**src/rtl/serial_bridge_pkg.sv**
```systemverilog
// Shared types and frame geometry for the Avalon-MM to serial-link bridge.
package serial_bridge_pkg;

    typedef enum logic [2:0] {
        ST_IDLE,
        ST_SHIFT_OUT,
        ST_WAIT_RDY,
        ST_SHIFT_IN,
        ST_WAIT_DONE,
        ST_COMPLETE,
        ST_ERROR
    } state_e;

    localparam logic CMD_READ  = 1'b0;
    localparam logic CMD_WRITE = 1'b1;

    // Frame is {cmd, byteenable, address, data}, data field at the LSB end.
    function automatic int unsigned frame_w(input int unsigned addr_w, input int unsigned data_w);
        return 1 + data_w / 8 + addr_w + data_w;
    endfunction

    function automatic int unsigned data_lsb();
        return 0;
    endfunction

    function automatic int unsigned addr_lsb(input int unsigned data_w);
        return data_w;
    endfunction

    function automatic int unsigned be_lsb(input int unsigned addr_w, input int unsigned data_w);
        return data_w + addr_w;
    endfunction

    function automatic int unsigned cmd_pos(input int unsigned addr_w, input int unsigned data_w);
        return data_w + addr_w + data_w / 8;
    endfunction

endpackage

```
**src/rtl/serial_shifter.sv**
```systemverilog
// Shared shift register: parallel load, MSB-first shift-out, LSB shift-in, with bit counter.
module serial_shifter #(
    parameter int unsigned W     = 8,
    parameter int unsigned OUT_W = 8,
    parameter int unsigned CNT_W = 4
) (
    input  logic             clk_i,
    input  logic             rst_ni,
    input  logic             load_i,
    input  logic [W-1:0]     load_val_i,
    input  logic             shift_i,
    input  logic             clr_i,
    input  logic             sdi_i,
    input  logic [CNT_W-1:0] len_i,
    output logic [OUT_W-1:0] data_o,
    output logic             msb_o,
    output logic             done_c_o
);

    logic [W-1:0]     shreg_q, shreg_d;
    logic [CNT_W-1:0] cnt_q, cnt_d;

    // Load wins over shift; clr restarts the count on the shift that ends a phase.
    always_comb begin
        shreg_d = shreg_q;
        cnt_d   = cnt_q;
        if (load_i) begin
            shreg_d = load_val_i;
            cnt_d   = '0;
        end else if (shift_i) begin
            shreg_d = {shreg_q[W-2:0], sdi_i};
            cnt_d   = clr_i ? '0 : cnt_q + CNT_W'(1);
        end
    end

    // Shift register and bit counter.
    always_ff @(posedge clk_i) begin
        if (!rst_ni) begin
            shreg_q <= '0;
            cnt_q   <= '0;
        end else begin
            shreg_q <= shreg_d;
            cnt_q   <= cnt_d;
        end
    end

    assign data_o   = shreg_q[OUT_W-1:0];
    assign msb_o    = shreg_q[W-1];
    assign done_c_o = (cnt_q == len_i - CNT_W'(1));

endmodule

```
**src/rtl/qsys_serial_bridge_v2.sv**
```systemverilog
// Avalon-MM slave to framed serial-link bridge with ready timeout.
// Optional even parity on both directions: define SERIAL_BRIDGE_PARITY_EN.
module qsys_serial_bridge_v2
    import serial_bridge_pkg::*;
#(
    parameter int unsigned ADDR_W   = 8,
    parameter int unsigned DATA_W   = 32,
    parameter int unsigned TIMEOUT  = 1024,
    parameter logic [31:0] ERR_DATA = 32'hDEAD_BEEF
) (
    input  logic                csi_MCLK_clk,
    input  logic                rsi_MRST_reset_n,
    input  logic [ADDR_W-1:0]   avs_ctrl_address,
    input  logic [DATA_W-1:0]   avs_ctrl_writedata,
    input  logic [DATA_W/8-1:0] avs_ctrl_byteenable,
    input  logic                avs_ctrl_write,
    input  logic                avs_ctrl_read,
    output logic [DATA_W-1:0]   avs_ctrl_readdata,
    output logic                avs_ctrl_waitrequest,
    output logic                sdo,
    input  logic                sdi,
    output logic                clk,
    output logic                sle,
    input  logic                srdy,
    output logic                err_timeout
`ifdef SERIAL_BRIDGE_PARITY_EN
    ,
    output logic                err_parity
`endif
);

    localparam int unsigned BE_W     = DATA_W / 8;
    localparam int unsigned FRAME_W  = frame_w(ADDR_W, DATA_W);
    localparam int unsigned DATA_LSB = data_lsb();
    localparam int unsigned ADDR_LSB = addr_lsb(DATA_W);
    localparam int unsigned BE_LSB   = be_lsb(ADDR_W, DATA_W);
    localparam int unsigned CMD_POS  = cmd_pos(ADDR_W, DATA_W);
`ifdef SERIAL_BRIDGE_PARITY_EN
    localparam int unsigned TX_W     = FRAME_W + 1;
    localparam int unsigned RX_W     = DATA_W + 1;
`else
    localparam int unsigned TX_W     = FRAME_W;
    localparam int unsigned RX_W     = DATA_W;
`endif
    localparam int unsigned CNT_W    = $clog2(TX_W + 1);
    localparam int unsigned TMO_W    = $clog2(TIMEOUT + 1);

    state_e              state_q, state_d;
    logic                is_wr_q, is_wr_d;
    logic [TMO_W-1:0]    tmo_q, tmo_d, tmo_inc_c;
    logic                tmo_exp_c;
    logic [DATA_W-1:0]   rdata_q, rdata_d;
    logic                wreq_q, wreq_d;
    logic                sle_q, sle_d;
    logic                err_tmo_q, err_tmo_d;

    logic [FRAME_W-1:0]  frame_c;
    logic [TX_W-1:0]     load_val_c;
    logic [RX_W-1:0]     sh_data;
    logic [DATA_W-1:0]   rx_word_c;
    logic                par_ok_c;
    logic                sh_msb, sh_done_c;
    logic                sh_load_c, sh_shift_c, sh_clr_c, sh_sdi_c;
    logic [CNT_W-1:0]    sh_len_c;

    // Frame assembled straight from the bus; only loaded while idle.
    always_comb begin
        frame_c                     = '0;
        frame_c[CMD_POS]            = avs_ctrl_write ? CMD_WRITE : CMD_READ;
        frame_c[BE_LSB +: BE_W]     = avs_ctrl_byteenable;
        frame_c[ADDR_LSB +: ADDR_W] = avs_ctrl_address;
        if (avs_ctrl_write) begin
            frame_c[DATA_LSB +: DATA_W] = avs_ctrl_writedata;
        end
    end

`ifdef SERIAL_BRIDGE_PARITY_EN
    assign load_val_c = {frame_c, ^frame_c};
    assign rx_word_c  = sh_data[DATA_W:1];
    assign par_ok_c   = ~^sh_data;
`else
    assign load_val_c = frame_c;
    assign rx_word_c  = sh_data;
    assign par_ok_c   = 1'b1;
`endif

    assign sh_len_c  = (state_q == ST_SHIFT_OUT) ? CNT_W'(TX_W) : CNT_W'(RX_W);
    assign tmo_exp_c = (tmo_q == TMO_W'(TIMEOUT - 1));
    assign tmo_inc_c = (tmo_q == TMO_W'(TIMEOUT)) ? tmo_q : tmo_q + TMO_W'(1);

    serial_shifter #(
        .W     (TX_W),
        .OUT_W (RX_W),
        .CNT_W (CNT_W)
    ) u_shifter (
        .clk_i      (csi_MCLK_clk),
        .rst_ni     (rsi_MRST_reset_n),
        .load_i     (sh_load_c),
        .load_val_i (load_val_c),
        .shift_i    (sh_shift_c),
        .clr_i      (sh_clr_c),
        .sdi_i      (sh_sdi_c),
        .len_i      (sh_len_c),
        .data_o     (sh_data),
        .msb_o      (sh_msb),
        .done_c_o   (sh_done_c)
    );

    // Next-state, shifter control and next values of the registered bus outputs.
    always_comb begin
        state_d    = state_q;
        is_wr_d    = is_wr_q;
        tmo_d      = tmo_q;
        rdata_d    = rdata_q;
        err_tmo_d  = err_tmo_q;
        sh_load_c  = 1'b0;
        sh_shift_c = 1'b0;
        sh_clr_c   = 1'b0;
        sh_sdi_c   = 1'b0;
        unique case (state_q)
            ST_IDLE: begin
                if (avs_ctrl_write || avs_ctrl_read) begin
                    is_wr_d   = avs_ctrl_write;
                    sh_load_c = 1'b1;
                    state_d   = ST_SHIFT_OUT;
                end
            end
            ST_SHIFT_OUT: begin
                sh_shift_c = 1'b1;
                if (sh_done_c) begin
                    sh_clr_c = 1'b1;
                    tmo_d    = '0;
                    state_d  = ST_WAIT_RDY;
                end
            end
            ST_WAIT_RDY: begin
                if (srdy) begin
                    sh_shift_c = 1'b1;
                    sh_sdi_c   = sdi;
                    state_d    = ST_SHIFT_IN;
                end else if (tmo_exp_c) begin
                    err_tmo_d = 1'b1;
                    state_d   = ST_ERROR;
                end else begin
                    tmo_d = tmo_inc_c;
                end
            end
            ST_SHIFT_IN: begin
                sh_shift_c = 1'b1;
                sh_sdi_c   = sdi;
                if (sh_done_c) begin
                    tmo_d   = '0;
                    state_d = ST_WAIT_DONE;
                end
            end
            ST_WAIT_DONE: begin
                if (!srdy) begin
                    state_d = par_ok_c ? ST_COMPLETE : ST_ERROR;
                end else if (tmo_exp_c) begin
                    err_tmo_d = 1'b1;
                    state_d   = ST_ERROR;
                end else begin
                    tmo_d = tmo_inc_c;
                end
            end
            ST_COMPLETE, ST_ERROR: begin
                state_d = ST_IDLE;
            end
            default: begin
                state_d = ST_IDLE;
            end
        endcase

        if (state_d == ST_COMPLETE) begin
            err_tmo_d = 1'b0;
            if (!is_wr_q) begin
                rdata_d = rx_word_c;
            end
        end
        if ((state_d == ST_ERROR) && !is_wr_q) begin
            rdata_d = DATA_W'(ERR_DATA);
        end
        wreq_d = !((state_d == ST_COMPLETE) || (state_d == ST_ERROR));
        sle_d  = (state_d == ST_SHIFT_OUT);
    end

    // State and registered outputs.
    always_ff @(posedge csi_MCLK_clk) begin
        if (!rsi_MRST_reset_n) begin
            state_q   <= ST_IDLE;
            is_wr_q   <= 1'b0;
            tmo_q     <= '0;
            rdata_q   <= '0;
            wreq_q    <= 1'b1;
            sle_q     <= 1'b0;
            err_tmo_q <= 1'b0;
        end else begin
            state_q   <= state_d;
            is_wr_q   <= is_wr_d;
            tmo_q     <= tmo_d;
            rdata_q   <= rdata_d;
            wreq_q    <= wreq_d;
            sle_q     <= sle_d;
            err_tmo_q <= err_tmo_d;
        end
    end

`ifdef SERIAL_BRIDGE_PARITY_EN
    logic err_par_q, err_par_d;

    // Sticky parity flag: set on a bad response, cleared by a good transaction.
    always_comb begin
        err_par_d = err_par_q;
        if ((state_q == ST_WAIT_DONE) && !srdy && !par_ok_c) begin
            err_par_d = 1'b1;
        end else if (state_d == ST_COMPLETE) begin
            err_par_d = 1'b0;
        end
    end

    // Parity flag register.
    always_ff @(posedge csi_MCLK_clk) begin
        if (!rsi_MRST_reset_n) begin
            err_par_q <= 1'b0;
        end else begin
            err_par_q <= err_par_d;
        end
    end

    assign err_parity = err_par_q;
`endif

    // Shift register MSB is zero outside the outgoing frame, so sdo idles low.
    assign sdo                  = sh_msb;
    assign sle                  = sle_q;
    assign clk                  = csi_MCLK_clk;
    assign avs_ctrl_readdata    = rdata_q;
    assign avs_ctrl_waitrequest = wreq_q;
    assign err_timeout          = err_tmo_q;

endmodule

```
**config.mk**
```make
export PLATFORM = sky130hd
export DESIGN_NAME = qsys_serial_bridge_v2
export DESIGN_NICKNAME = d
export VERILOG_FILES = /design/src/rtl/serial_bridge_pkg.sv /design/src/rtl/serial_shifter.sv /design/src/rtl/qsys_serial_bridge_v2.sv
export SDC_FILE = /design/constraint.sdc
export NUM_CORES = 1
export LEC_CHECK = 0
export CORE_MARGIN = 10
export CORE_UTILIZATION = 45
export DETAILED_ROUTE_END_ITERATION = 16
export PLACE_DENSITY = 0.71
export SLEW_MARGIN = 0
export SYNTH_ARGS = -nofsm -noshare
export SYNTH_HDL_FRONTEND = slang
export SYNTH_SLANG_ARGS = --single-unit
```
**constraint.sdc**
```tcl
create_clock -name csi_MCLK_clk -period 2.5 [get_ports csi_MCLK_clk]
set_input_delay 0.375 -clock csi_MCLK_clk [delete_from_list [all_inputs] [get_ports csi_MCLK_clk]]
set_output_delay 0.375 -clock csi_MCLK_clk [all_outputs]
set_load 0.005 [all_outputs]
```
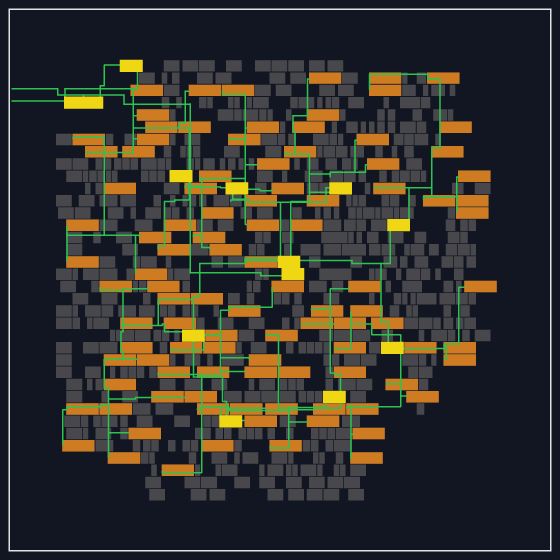
(clock network drawn from the DEF)
Key: orange = flip-flops [count 101]; green = clock wires [length 1240 um]; yellow = cells driving clock nets [count 13]
There are 14 routed clock nets.
Clock Skew: 0.0148 ns
Worst-Skew Late Latency: 0.48 ns
Power Clock: 0.00114 W

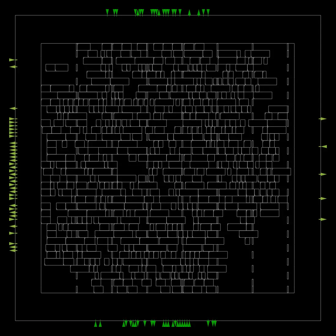
(placed standard cells)
# Taps: 133
flop count: 101
Core Area: 9730 um2

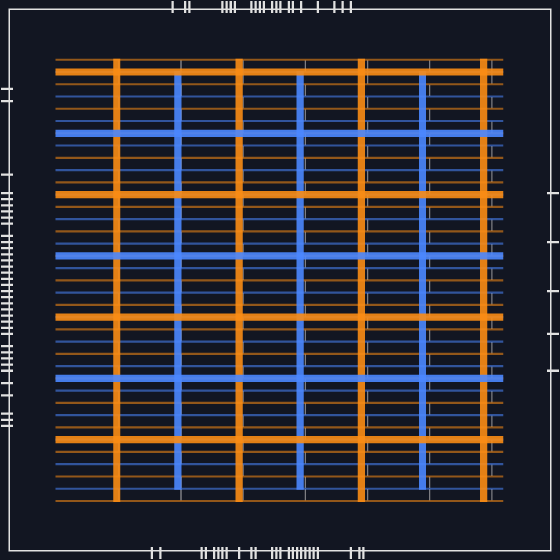
(floorplan with the power grid)
Pins as bars on the die edge. Tap cells in grey.
Key: blue = VDD; orange = VSS
133 tap cells. The core has 36 rows. 87 signal pins sit on the boundary. 37 met1 rails follow the rows. 7 straps on met4.

[kinds of logic (layout without fill, tap and decap cells)]
| kind of cell | after synthesis | count (layout) |
|---|---|---|
| AND-OR/OR-AND | 170 | 170 |
| XOR/XNOR | 6 | 6 |
| multiplexers | 32 | 32 |
| adder cells (fa/ha/maj) | 3 | 3 |
| buffers and inverters | 43 | 127 |
| flip-flops | 101 | 101 |
| AND/OR/NAND/NOR | 157 | 157 |
[power breakdown]
| group | leakage [nW] | internal [W] | total (W) | switching, W |
|---|---|---|---|---|
| logic | 1.07 | 0.000183 | 0.000391 | 0.000209 |
| clock network | 0.112 | 0.000530 | 0.00114 | 0.000614 |
| registers | 0.824 | 0.00169 | 0.00175 | 0.0000572 |
[metrics by stage]
stage | hold WS (ns) | setup slack (ns) | std cells | cell area, um2
3_3_place_gp | 0.478 | 0.167 | 710 | 5480
3_5_place_dp | 0.497 | 0.109 | 710 | 5480
5_1_grt | 0.385 | 0.183 | 729 | 5710
6_report | 0.371 | 0.213 | 729 | 5710
4_1_cts | 0.349 | 0.193 | 729 | 5710
2_1_floorplan | 0.439 | 0.538 | 512 | 4490
[per-layer routing]
| metal | GRT usage | vias to the layer above | routed length (um) |
|---|---|---|---|
| met1 | 0.193 | 1850 | 5020 |
| met3 | 0.0581 | 8 | 815 |
| li1 | - | 1977 | - |
| met4 | 0.0468 | 0 | 93 |
| met2 | 0.268 | 109 | 5760 |
| met5 | 0 | - | 0 |
[synthesized netlist by cell type, types with 3 or more instances]
master,count
clkbuf_1,28
or4_1,5
nor2_1,22
xor2_1,4
dfxtp_1,101
nand2_1,74
o21ai_0,72
inv_1,5
or3_1,5
a21boi_0,6
o211a_1,13
buf_2,7
nand3_1,19
o31ai_1,3
ha_1,3
nand4_1,7
and3_1,3
a21oi_1,45
a21boi_2,20
mux2i_1,32
nor2b_1,3
[sequential cells by signal (all words and copies together) (netlist names)]
signal,count
sle,1
u_shifter.shreg_q,45
err_timeout,1
avs_ctrl_waitrequest,1
state_q,3
is_wr_q,1
tmo_q,11
avs_ctrl_readdata,32
u_shifter.cnt_q,6
[how the worst min path moves through the flow]
stage                          from               endpoint  depth (start not counted)
2_1_floorplan             tmo_q[10]              tmo_q[10]                          2
3_3_place_gp   u_shifter.shreg_q[0]   u_shifter.shreg_q[0]                          2
3_5_place_dp               tmo_q[9]               tmo_q[9]                          2
4_1_cts            rsi_MRST_reset_n  u_shifter.shreg_q[23]                          3
5_1_grt            rsi_MRST_reset_n   avs_ctrl_readdata[2]                          2
6_report           rsi_MRST_reset_n  u_shifter.shreg_q[22]                          3
[critical path, stage by stage]
cell	delay [ns]
clkbuf_8	0.11
clkbuf_8	0.12
clkdlybuf4s50_1	0.44
[cell type report]
type / instances / area share
multi-input cells: 368 / 0.400
inverters: 5 / 0.00329
clock buffers: 15 / 0.0338
clock inverters: 5 / 0.00723
repair buffers: 102 / 0.173
well taps: 133 / 0.0292
flip-flops and latches: 101 / 0.354
==> metrics.csv <==
metric;value;unit
drv_slew;0;
wl;11.7;mm
synth-async-reset-ratio;0;
maxSlewHeadroom;0.653;
port_buffers;86;
fin_tns_setup;0;ns
antenna_found_initial;0;
cts_setup_buffers;0;
tool_warnings;28;
reg2reg_slack;0.32;ns
seq_area;2020;um2
cts_hold_buf;0;
drt_pass1_iterations;5;
crit_type;clock port to primary output;
logic_area;2280;um2
grt_setup_unrepaired;false;
worstPathArrival;1.91;ns
drcViolationCount;0;
vias;3944;
mux_area_frac;0.0714;
hold_path.class;input pin to register;
ys_area;4490;um2
worst_pin_slew;0.514;ns
crit_path_end_kind;primary output;
synthCells;512;
ys_sh_simple;0.168;
maxCapViolCount;0;
antenna-diode-count;0;
grt_usage;0.162;
num_io_pins;87;
die_w;120;um
grt_pass1_wl;19.3;mm
fa_ha_area_frac;0.00837;
final_cell_mix;101 x dfxtp_1, 85 x clkdlybuf4s50_1, 74 x nand2_1;
cts_resized;0;
worst_r2r_path_depth;6;
synth_area_leader_cell;dfxtp_1;
ys_cells;512;
top_area_frac;0.451;
syn2layout_area_growth;27.3;%
rows;36;
lay_top_count;dfxtp_1;
mappedNetlistNets;565;
path_max_fanout;2;
finalNetCount;644;
grt_overflow;0;
edf_count;0;
drive_gt1_frac;0.109;
netlist_area;4490;um2
power_density;575;nW/um2
viasPerCell;5.41;
drtIter0Drc;255;
r2r-start;tmo_q[1];
finalCoreUtilization;0.587;
ys_warn_count;0;
power;0.00328;W
die_height;120;um
grt_pass1_vias;3961;
dp_hpwl;8.00;mm
initCoreUtil;0.461;
critPathCapture;clk;
grt_max_degree;39;
yosys.stat.seqShare;0.451;
wl_per_cell;16.0;um
clk_pin_slew;0.10;ns
postSynthAreaPerCell;8.76;um2
logic_family;AND-OR/OR-AND gates;
detail-route-antenna-nets;0;
tritoncts;done;
ys.flop_type;dfxtp_1;
ys_types;49;
die-area;14400;um2
top_cells_by_area;dfxtp_1 45%, o21ai_0 8.0%, mux2i_1 7.1%, nand2_1 6.2%, a21boi_2 5.0%;
status;finished, final reports clean;
aoi_share;0.247;
place.gp.congestion;0.878;
p_leak;2.00;nW
synthXorXnorAreaFrac;0.0117;
synth_flops;101;
fillers;926;
crit_path_start_kind;clock port;
rr_endpoint;avs_ctrl_readdata[31];
worstPathRequired;2.12;ns
worstSetupStartpoint;csi_MCLK_clk;
ir_drop;0.386;mV
setup_viol;0;
finalHoldViolCount;0;
Power is estimated from default activity; no workload was simulated.
